`config.mk`:
```
export PLATFORM = sky130hd
export DESIGN_NAME = prog_loader
export DESIGN_NICKNAME = d
export VERILOG_FILES = /design/src/rtl/prog_loader.sv
export SDC_FILE = /design/constraint.sdc
export NUM_CORES = 1
export LEC_CHECK = 0
export CAP_MARGIN = 25
export CORE_MARGIN = 1.5
export CORE_UTILIZATION = 30
export CTS_CLUSTER_SIZE = 12
export DETAILED_ROUTE_END_ITERATION = 12
export PLACE_DENSITY_LB_ADDON = 0.1
export SYNTH_ARGS = -nofsm -noshare
export SYNTH_HDL_FRONTEND = slang
export SYNTH_SLANG_ARGS = --single-unit
```
`constraint.sdc`:
```
create_clock -name i_clock -period 1.73 [get_ports i_clock]
set_clock_uncertainty 0.1 [all_clocks]
set_input_delay 0.346 -clock i_clock [delete_from_list [all_inputs] [get_ports i_clock]]
set_output_delay 0.346 -clock i_clock [all_outputs]
set_load 0.1 [all_outputs]
```
`src/rtl/prog_loader.sv`:
```
// Boot-time program loader: parses framed host bytes, writes 16-bit words into
// program memory, and holds the CPU in reset until a frame checks out.
module prog_loader #(
    parameter logic [7:0] SYNC_BYTE = 8'hA5
) (
    input  logic        i_clock,
    input  logic        i_reset,
    input  logic [7:0]  i_byte,
    input  logic        i_byte_valid,
    output logic        o_byte_ready,
    output logic        o_mem_we,
    output logic [15:0] o_mem_addr,
    output logic [15:0] o_mem_data,
    output logic        o_cpu_hold,
    output logic        o_done,
    output logic        o_error
);

    localparam logic [3:0] IDLE  = 4'd0;
    localparam logic [3:0] CNT_L = 4'd1;
    localparam logic [3:0] CNT_H = 4'd2;
    localparam logic [3:0] ADR_L = 4'd3;
    localparam logic [3:0] ADR_H = 4'd4;
    localparam logic [3:0] DAT_L = 4'd5;
    localparam logic [3:0] DAT_H = 4'd6;
    localparam logic [3:0] CHK   = 4'd7;
    localparam logic [3:0] DONE  = 4'd8;
    localparam logic [3:0] ERR   = 4'd9;

    logic [3:0]  state;
    logic [7:0]  csum;
    logic [7:0]  lo_byte;
    logic [15:0] words_left;
    logic [15:0] cur_addr;
    logic        accept;
    logic        at_rest;

    // The loader never back-pressures the host; ready only drops during reset.
    assign o_byte_ready = ~i_reset;
    assign accept       = i_byte_valid & o_byte_ready;
    assign at_rest      = (state == IDLE) || (state == DONE) || (state == ERR);

    // Datapath holding registers: only meaningful once loaded by the header.
    always_ff @(posedge i_clock) begin
        if (accept) begin
            case (state)
                CNT_L, ADR_L, DAT_L: lo_byte <= i_byte;
                CNT_H:               words_left <= {i_byte, lo_byte};
                ADR_H:               cur_addr <= {i_byte, lo_byte};
                DAT_H: begin
                    words_left <= words_left - 16'd1;
                    cur_addr   <= cur_addr + 16'd1;
                end
                default: ;
            endcase
        end
    end

    always_ff @(posedge i_clock or posedge i_reset) begin
        if (i_reset) begin
            state      <= IDLE;
            csum       <= 8'h00;
            o_mem_we   <= 1'b0;
            o_mem_addr <= 16'h0000;
            o_mem_data <= 16'h0000;
            o_cpu_hold <= 1'b1;
            o_done     <= 1'b0;
            o_error    <= 1'b0;
        end else begin
            o_mem_we <= 1'b0;
            if (accept) begin
                case (state)
                    CNT_L: state <= CNT_H;
                    CNT_H: state <= ADR_L;
                    ADR_L: state <= ADR_H;
                    // An empty frame skips straight to the checksum byte.
                    ADR_H: state <= (words_left == 16'd0) ? CHK : DAT_L;
                    DAT_L: begin
                        csum  <= csum ^ i_byte;
                        state <= DAT_H;
                    end
                    DAT_H: begin
                        csum       <= csum ^ i_byte;
                        o_mem_we   <= 1'b1;
                        o_mem_addr <= cur_addr;
                        o_mem_data <= {i_byte, lo_byte};
                        state      <= (words_left == 16'd1) ? CHK : DAT_L;
                    end
                    CHK: begin
                        if (i_byte == csum) begin
                            state      <= DONE;
                            o_done     <= 1'b1;
                            o_cpu_hold <= 1'b0;
                        end else begin
                            state   <= ERR;
                            o_error <= 1'b1;
                        end
                    end
                    default: begin
                        // IDLE, DONE, ERR: only a sync byte starts a new frame.
                        if (at_rest && (i_byte == SYNC_BYTE)) begin
                            state      <= CNT_L;
                            csum       <= 8'h00;
                            o_cpu_hold <= 1'b1;
                            o_done     <= 1'b0;
                            o_error    <= 1'b0;
                        end else if (!at_rest) begin
                            state <= IDLE;
                        end
                    end
                endcase
            end
        end
    end

endmodule

```
Run 1, the metal 1 layer:
Supply wires on this layer in gray.
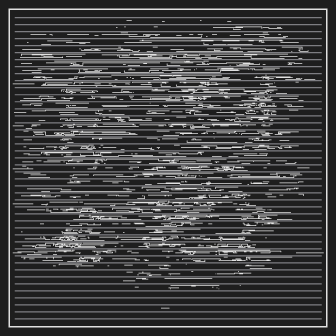
The layer carries 5580 um of wire. The wires run mostly horizontal.

Run 1, the metal 2 layer:
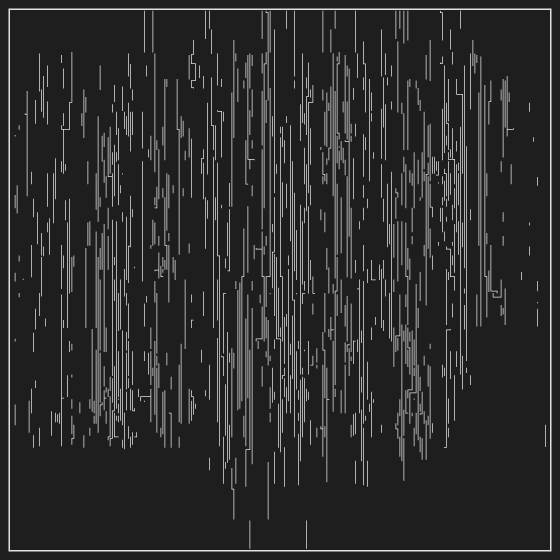
The longest straight run is 61.2 um. The layer carries 5860 um of wire. The layer holds 49% of the routed length. The wires run mostly vertical. 455 nets have wire on it.

Run 1, the metal 3 layer:
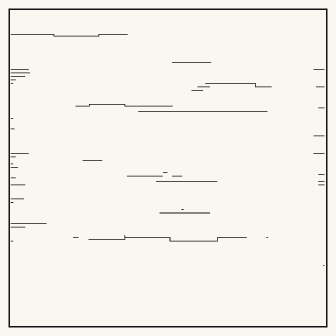
37 nets have wire on it. The layer holds 3.4% of the routed length. The wires run mostly horizontal.

==> results_dict.tcl, run 1 <==
# metrics dict for downstream scripts
set metrics [dict create \
    pwr-share-comb_pct 57.2 \
    startpoint_type "flop" \
    crit_path_max_fanout 8 \
    synthCells 350 \
    synth-edff-count 40 \
    lay_top_cells "buf_4 (85), dfrtp_1 (44), buf_12 (44)" \
    reg2reg_to "csum[6]" \
    synth.logic.top_family "simple AND/OR/NAND/NOR gates" \
    largest_area_cell "edfxtp_1" \
    fillers 1225 \
    synthArstFlopShare_pct 54.5 \
    hold_path.class "primary input to async pin" \
    clock_latency_ns 0.35 \
    r2r_cells 5 \
    max_freq_ghz 0.564 \
    setup_tns_ns -0.269 \
    layout_setup_ws_ns -0.0422 \
    syn_nets 364 \
    yosysCellCount 350 \
    top_layer_used "met4" \
    crit_chain "buf_4, or4b_4, buf_6, nor3b_2, a221o_1" \
    initCoreUtil_pct 30.8 \
    antenna_cells 0 \
    grt_pass1_vias 3430 \
    hold_violations 0 \
    violations "setup timing" \
    status "finished, violations left" \
    pwr-share-clk_pct 15.9 \
    drt_first_pass_iters 4 \
    sw_frac_of_total_pct 44.0 \
    post_cts_buffers 5 \
    antenna_found_initial 0 \
    ys_sh_mux_pct 8.62 \
    critPathLaunch "state[3]" \
    drive_gt1_share_pct 47.2 \
    slowest_stage "or4b_4" \
    setup_violations 13 \
    fin_crit_ns 1.77 \
    chip_area_sq_um 15000 \
    grt-ovfl-total 0 \
    yosys-stat-area_sq_um 4300 \
    grt_first_pass_wirelength_um 18300 \
    drt_iter0_markers 184 \
    met2_usage_pct 26.3 \
    wl_per_cell_um 17.6 \
    post_dp_cell_area_sq_um 6050 \
    cts_max_path_buffers 2 \
    slowest_delay_ns 0.53 \
    simple_gate_area_share_pct 16.3 \
    antenna_left 0 \
    die_h_um 123 \
    cp.depth 5 \
    core_area_sq_um 13900 \
    cts_tree "built" \
    drt-total-wl_um 12000 \
    grt_max_degree 49 \
    p_leak_nw 2.79 \
    ys_types 54 \
    p_switching_mw 5.90 \
    numCtsBuffers 9 \
    synth_area_sq_um 4300 \
    period_used_pct 102 \
    cts_hold_buf 0 \
    area_leaders "edfxtp_1 (28%), dfrtp_1 (27%), mux2_2 (8.4%)" \
    arrival_ns 1.96 \
    timing.hold.ws_ns 0.318 \
    yosysTopAreaCellShare_pct 28.0 \
]
run 1: power by group through the flow:
stage,Sequential (mW),Combinational [mW],Clock [mW]
5_1_grt,3.70,7.99,2.25
6_report,3.61,7.66,2.13
2_1_floorplan,6.09,1.61,0
4_1_cts,3.58,7.20,2.18
3_5_place_dp,3.61,7.05,0
3_3_place_gp,3.59,7.01,0
run 1: final cells by class:
type                    instances  area [sq um]  area share, %
well taps                     180           225           3.24
multi-input cells             242          2150           30.9
clock inverters                 2          35.0          0.503
flip-flops and latches         88          2410           34.6
repair buffers                151          1820           26.2
inverters                       7          30.0          0.431
clock buffers                  14           290           4.17
run 1: metrics by stage:
stage	cells	utilization (%)	setup slack [ns]
detailed placement	648	43.4	-0.580
floorplan	350	-	-0.0610
CTS	670	46.9	-0.0788
global route	684	50.0	-0.116
finish	684	50.0	-0.0422
global placement	648	43.4	-0.541
run 1: cells in the mapped netlist, drive strengths merged, types with 2 or more instances:
library cell,n
a21o,2
a21oi,27
a221o,8
a31oi,4
and3,3
buf,9
clkbuf,4
dfrtp,47
edfxtp,40
ha,3
inv,7
mux2,32
nand2,14
nand2b,2
nand3,12
nand3b,2
nand4,9
nand4b,2
nand4bb,2
nor2,27
nor2b,10
nor3,9
nor3b,10
nor4,7
o21ai,7
o31ai,2
xnor2,19
xor2,12
run 1: registers in the layout, indices dropped and copies added, names as in the netlist:
register	count
o_mem_we	1
words_left	16
o_mem_addr	16
state	4
o_done	1
o_mem_data	16
csum	8
lo_byte	8
o_error	1
o_cpu_hold	1
cur_addr	16
run 1: cell families (layout without fill, tap and decap cells):
kind of cell / after synthesis / in the layout
mux: 33 / 33
compound gates: 60 / 60
simple gates: 115 / 115
flops: 88 / 88
fa+ha+maj: 3 / 3
xor+xnor: 31 / 31
buf+inv: 20 / 174
Run 1, signal metal coverage by tile:
Scale bar: 20 um. The die is cut into 25 by 25 equal tiles; dark purple is low, yellow is high, scaled to the fullest tile. Values are wire area over tile area, all layers added.
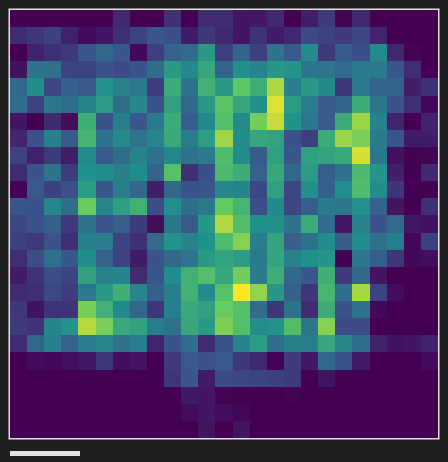

==> run 1 -> run 2 <==
- CAP_MARGIN: 25 -> 10
- SETUP_SLACK_MARGIN: default -> 0.02
Run 2, signal metal coverage by tile:
Scale bar: 20 um. The die is cut into 25 by 25 equal tiles; dark purple is low, yellow is high, scaled to the fullest tile. Values are wire area over tile area, all layers added.
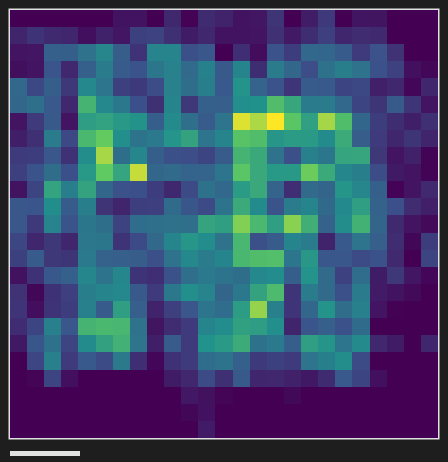
20% of the tiles are nearly empty. The emptiest ninth of the die: lower right. The mean over all tiles is 0.12. The densest ninth of the die: center. 13% of the tiles are over half the peak.

==> results_dict.tcl, run 2 <==
# metrics dict for downstream scripts
set metrics [dict create \
    status "finished, violations left" \
    violations "setup timing" \
    setup_violations 22 \
    startpoint_type "flop" \
    crit_chain "xnor2_4, or4b_4, buf_6, nor3b_4, a221o_1" \
    logic_area_sq_um 2140 \
    core_area_sq_um 13900 \
    r2r_cells 5 \
    pwr-share-clk_pct 14.6 \
    setup_tns_ns -0.540 \
    top_layer_used "met4" \
    grt_pass1_vias 3479 \
    timing.hold.ws_ns 0.240 \
    synth_area_sq_um 4300 \
    arrival_ns 1.99 \
    seqCellArea_sq_um 2410 \
    syn_nets 364 \
    synth.most_common_cell "dfrtp_1" \
    common_cells "dfrtp_1 (47), edfxtp_1 (40), mux2_2 (32)" \
    ys_types 54 \
    grt_first_pass_wirelength_um 18400 \
    dp_cells 648 \
    grt_max_degree 43 \
    post_dp_cell_area_sq_um 6100 \
    die_h_um 123 \
    fin_crit_ns 1.82 \
    crit_path_max_fanout 8 \
    sw_frac_of_total_pct 45.1 \
    numCtsBuffers 9 \
    slowest_delay_ns 0.52 \
    drt-total-wl_um 12000 \
    ys_sh_mux_pct 8.62 \
    area_leaders "edfxtp_1 (28%), dfrtp_1 (27%), mux2_2 (8.4%)" \
    yosys-stat-area_sq_um 4300 \
    period_used_pct 105 \
    layout_setup_ws_ns -0.0851 \
]
Run 2, clock wiring as the flow saved it:
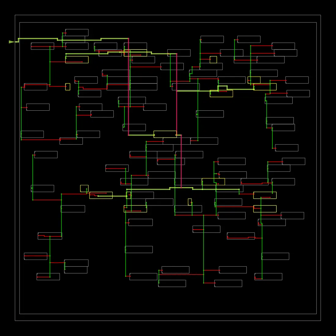
Layout clock buffers: 12
Clock Latency Late Sink: 0.34 ns
clock sink count: 88

[run 2: cell counts after synthesis]
No cell type changed its count.
[run 2: worst max path at each step]
stage                     startpoint        endpoint
final                       state[0]         csum[4]
after global routing        state[0]         csum[4]
after CTS                   state[1]         csum[7]
after detailed placement   i_byte[4]         csum[0]
after global placement     i_byte[4]         csum[5]
after floorplan             state[3]  o_mem_addr[10]
[run 2: worst max-delay path, delay by kind of cell, from the launching register on]
family	cells	cell delay, ns
AND-OR/OR-AND	1	0.14
XOR/XNOR	1	0.17
buffers and inverters	1	0.17
flip-flops	1	0.46
AND/OR/NAND/NOR	2	0.71
[run 2: power groups by stage]
stage	combinational, mW	clock (mW)	sequential [mW]
6_report	7.77	1.93	3.58
5_1_grt	8.10	2.05	3.68
4_1_cts	7.38	1.99	3.58
3_5_place_dp	7.12	0	3.61
3_3_place_gp	7.07	0	3.60
2_1_floorplan	1.61	0	6.09
[run 2: final cells by class]
cell class                 count  area share (%)
clock buffer                  12            3.87
timing repair buffer         151            26.4
multi-input combinational    242            30.9
inverter                       7           0.434
sequential                    88            34.8
clock inverter                 4           0.380
tap                          180            3.25
[run 2: cells by family (layout without fill, tap and decap cells)]
logic type,Yosys count,count (layout)
compound gates,60,60
xor+xnor,31,31
buf+inv,20,174
fa+ha+maj,3,3
simple gates,115,115
mux,33,33
flops,88,88
[run 2: layer usage]
layer | global-route usage [%] | up-vias
li1 | - | 1604
met1 | 21.3 | 1685
met2 | 27.8 | 69
met3 | 4.55 | 13
met4 | 3.56 | 0
met5 | 0 | -
[run 2: what timing repair did]
| item | 4_1_cts | 5_1_grt |
|---|---|---|
| buffers inserted | 10 | 10 |
| cloned | 1 | 3 |
| pin swaps | 7 | 14 |
| gates resized | 33 | 53 |
| endpoints found under the setup margin | 67 | 79 |
Run 2, the metal 3 layer:
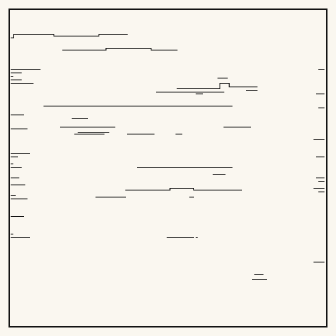

==> run 2 -> run 3 <==
- CORE_UTILIZATION: 30 -> 50
- MAX_ROUTING_LAYER: default -> met4
Run 3, the metal 3 layer:
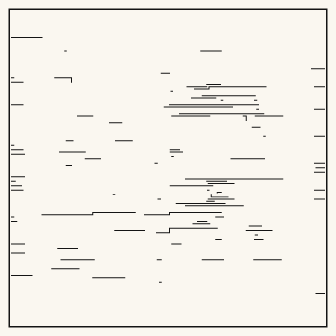
The layer carries 568 um of wire. The wires run mostly horizontal. 67 nets have wire on it. The longest straight run is 29.4 um. The layer holds 5.3% of the routed length.

Run 3, met4 routing:
Scale bar: 20 um. Supply wires on this layer in gray. Cells faint in the background.
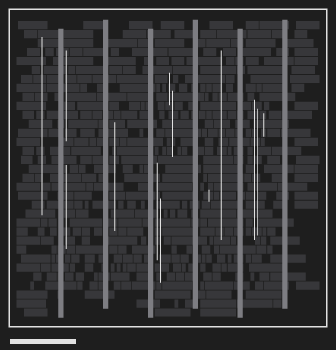
The layer carries 370 um of wire. The longest straight run is 57.1 um. The wires run mostly vertical.

==> results_dict.tcl, run 3 <==
# metrics dict for downstream scripts
set metrics [dict create \
    crit_buf_inv 2 \
    clock-sinks 88 \
    synth.most_common_cell "dfrtp_1" \
    r2r_cells 5 \
    grt.busiest_layer "met2" \
    logic_area_sq_um 1950 \
    common_cells "dfrtp_1 (47), edfxtp_1 (40), mux2_2 (32)" \
    p_comb_mw 7.26 \
    yosys-stat-area_sq_um 4300 \
    crit_path_max_fanout 8 \
    pg_seq_mw 3.58 \
    seqCellArea_sq_um 2410 \
    crit_chain "buf_6, or4b_4, buf_8, nor3b_2, a221o_1" \
    post_dp_cell_area_sq_um 5880 \
    syn_nets 364 \
    power_leader "combinational cells" \
    slowest_delay_ns 0.53 \
    arrival_ns 1.98 \
    numCtsBuffers 9 \
    status "finished, violations left" \
    met2_usage_pct 38.6 \
    die_h_um 95.7 \
    layout_setup_ws_ns -0.0553 \
    grt_first_pass_wirelength_um 16300 \
    grt_max_degree 43 \
    drt-total-wl_um 10800 \
    pwr-share-clk_pct 11.3 \
    ys_types 54 \
    setup_tns_ns -0.413 \
    grt_pass1_vias 3291 \
    setup_violations 33 \
    clock_latency_ns 0.36 \
    grt_use_met1_pct 31.4 \
    period_used_pct 103 \
    violations "setup timing" \
    core_area_sq_um 8260 \
    top_layer_used "met4" \
]
-- run 3: cell counts after synthesis --
Identical to the previous run, type by type.
-- run 3: metrics by stage --
step	total power, mW	cells	hold slack (ns)	util (%)
6_report	12.2	594	0.209	77.0
5_1_grt	12.7	594	0.222	77.0
4_1_cts	12.0	587	0.200	75.2
2_1_floorplan	7.70	350	0.345	-
3_5_place_dp	10.5	563	0.394	71.2
3_3_place_gp	10.4	563	0.388	71.2
-- run 3: worst reg2reg max path, delay by kind of cell (launching register included) --
family | cells | cell delay [ns]
simple gates | 2 | 0.71
buf+inv | 2 | 0.31
flops | 1 | 0.46
compound gates | 1 | 0.13
-- run 3: final cells by class --
| type | count | area share (%) |
|---|---|---|
| flip-flops and latches | 88 | 37.9 |
| multi-input cells | 242 | 30.7 |
| repair buffers | 136 | 25.9 |
| clock buffers | 11 | 2.40 |
| well taps | 105 | 2.07 |
| clock inverters | 5 | 0.571 |
| inverters | 7 | 0.473 |
-- run 3: worst max-delay path by stage --
stage | from | end | slack, ns | cells after the start
floorplan | state[3] | o_mem_addr[10] | -0.06 | 6
global placement | i_byte[4] | csum[4] | -0.44 | 5
detailed placement | i_byte[4] | csum[6] | -0.45 | 5
CTS | state[0] | csum[4] | -0.05 | 5
global route | state[0] | csum[3] | -0.13 | 5
finish | state[3] | csum[3] | -0.06 | 5
-- run 3: timing repair --
item,CTS,global route
endpoints found under the setup margin,58,74
cloned,0,2
resized,17,13
pin swaps,8,9
buffers inserted,8,5
hold buffers,0,0
-- run 3: cell families after synthesis --
group,after synthesis,synth area share [%]
buffers and inverters,20,2.48
xor gates and xnor gates,31,6.50
muxes,33,8.62
adders and majority gates,3,0.874
and+or+nand+nor,115,16.3
DFF,88,56.0
AOI/OAI and AO/OA,60,9.23
Power figures rest on the tool's default switching activity, not on a simulated workload.
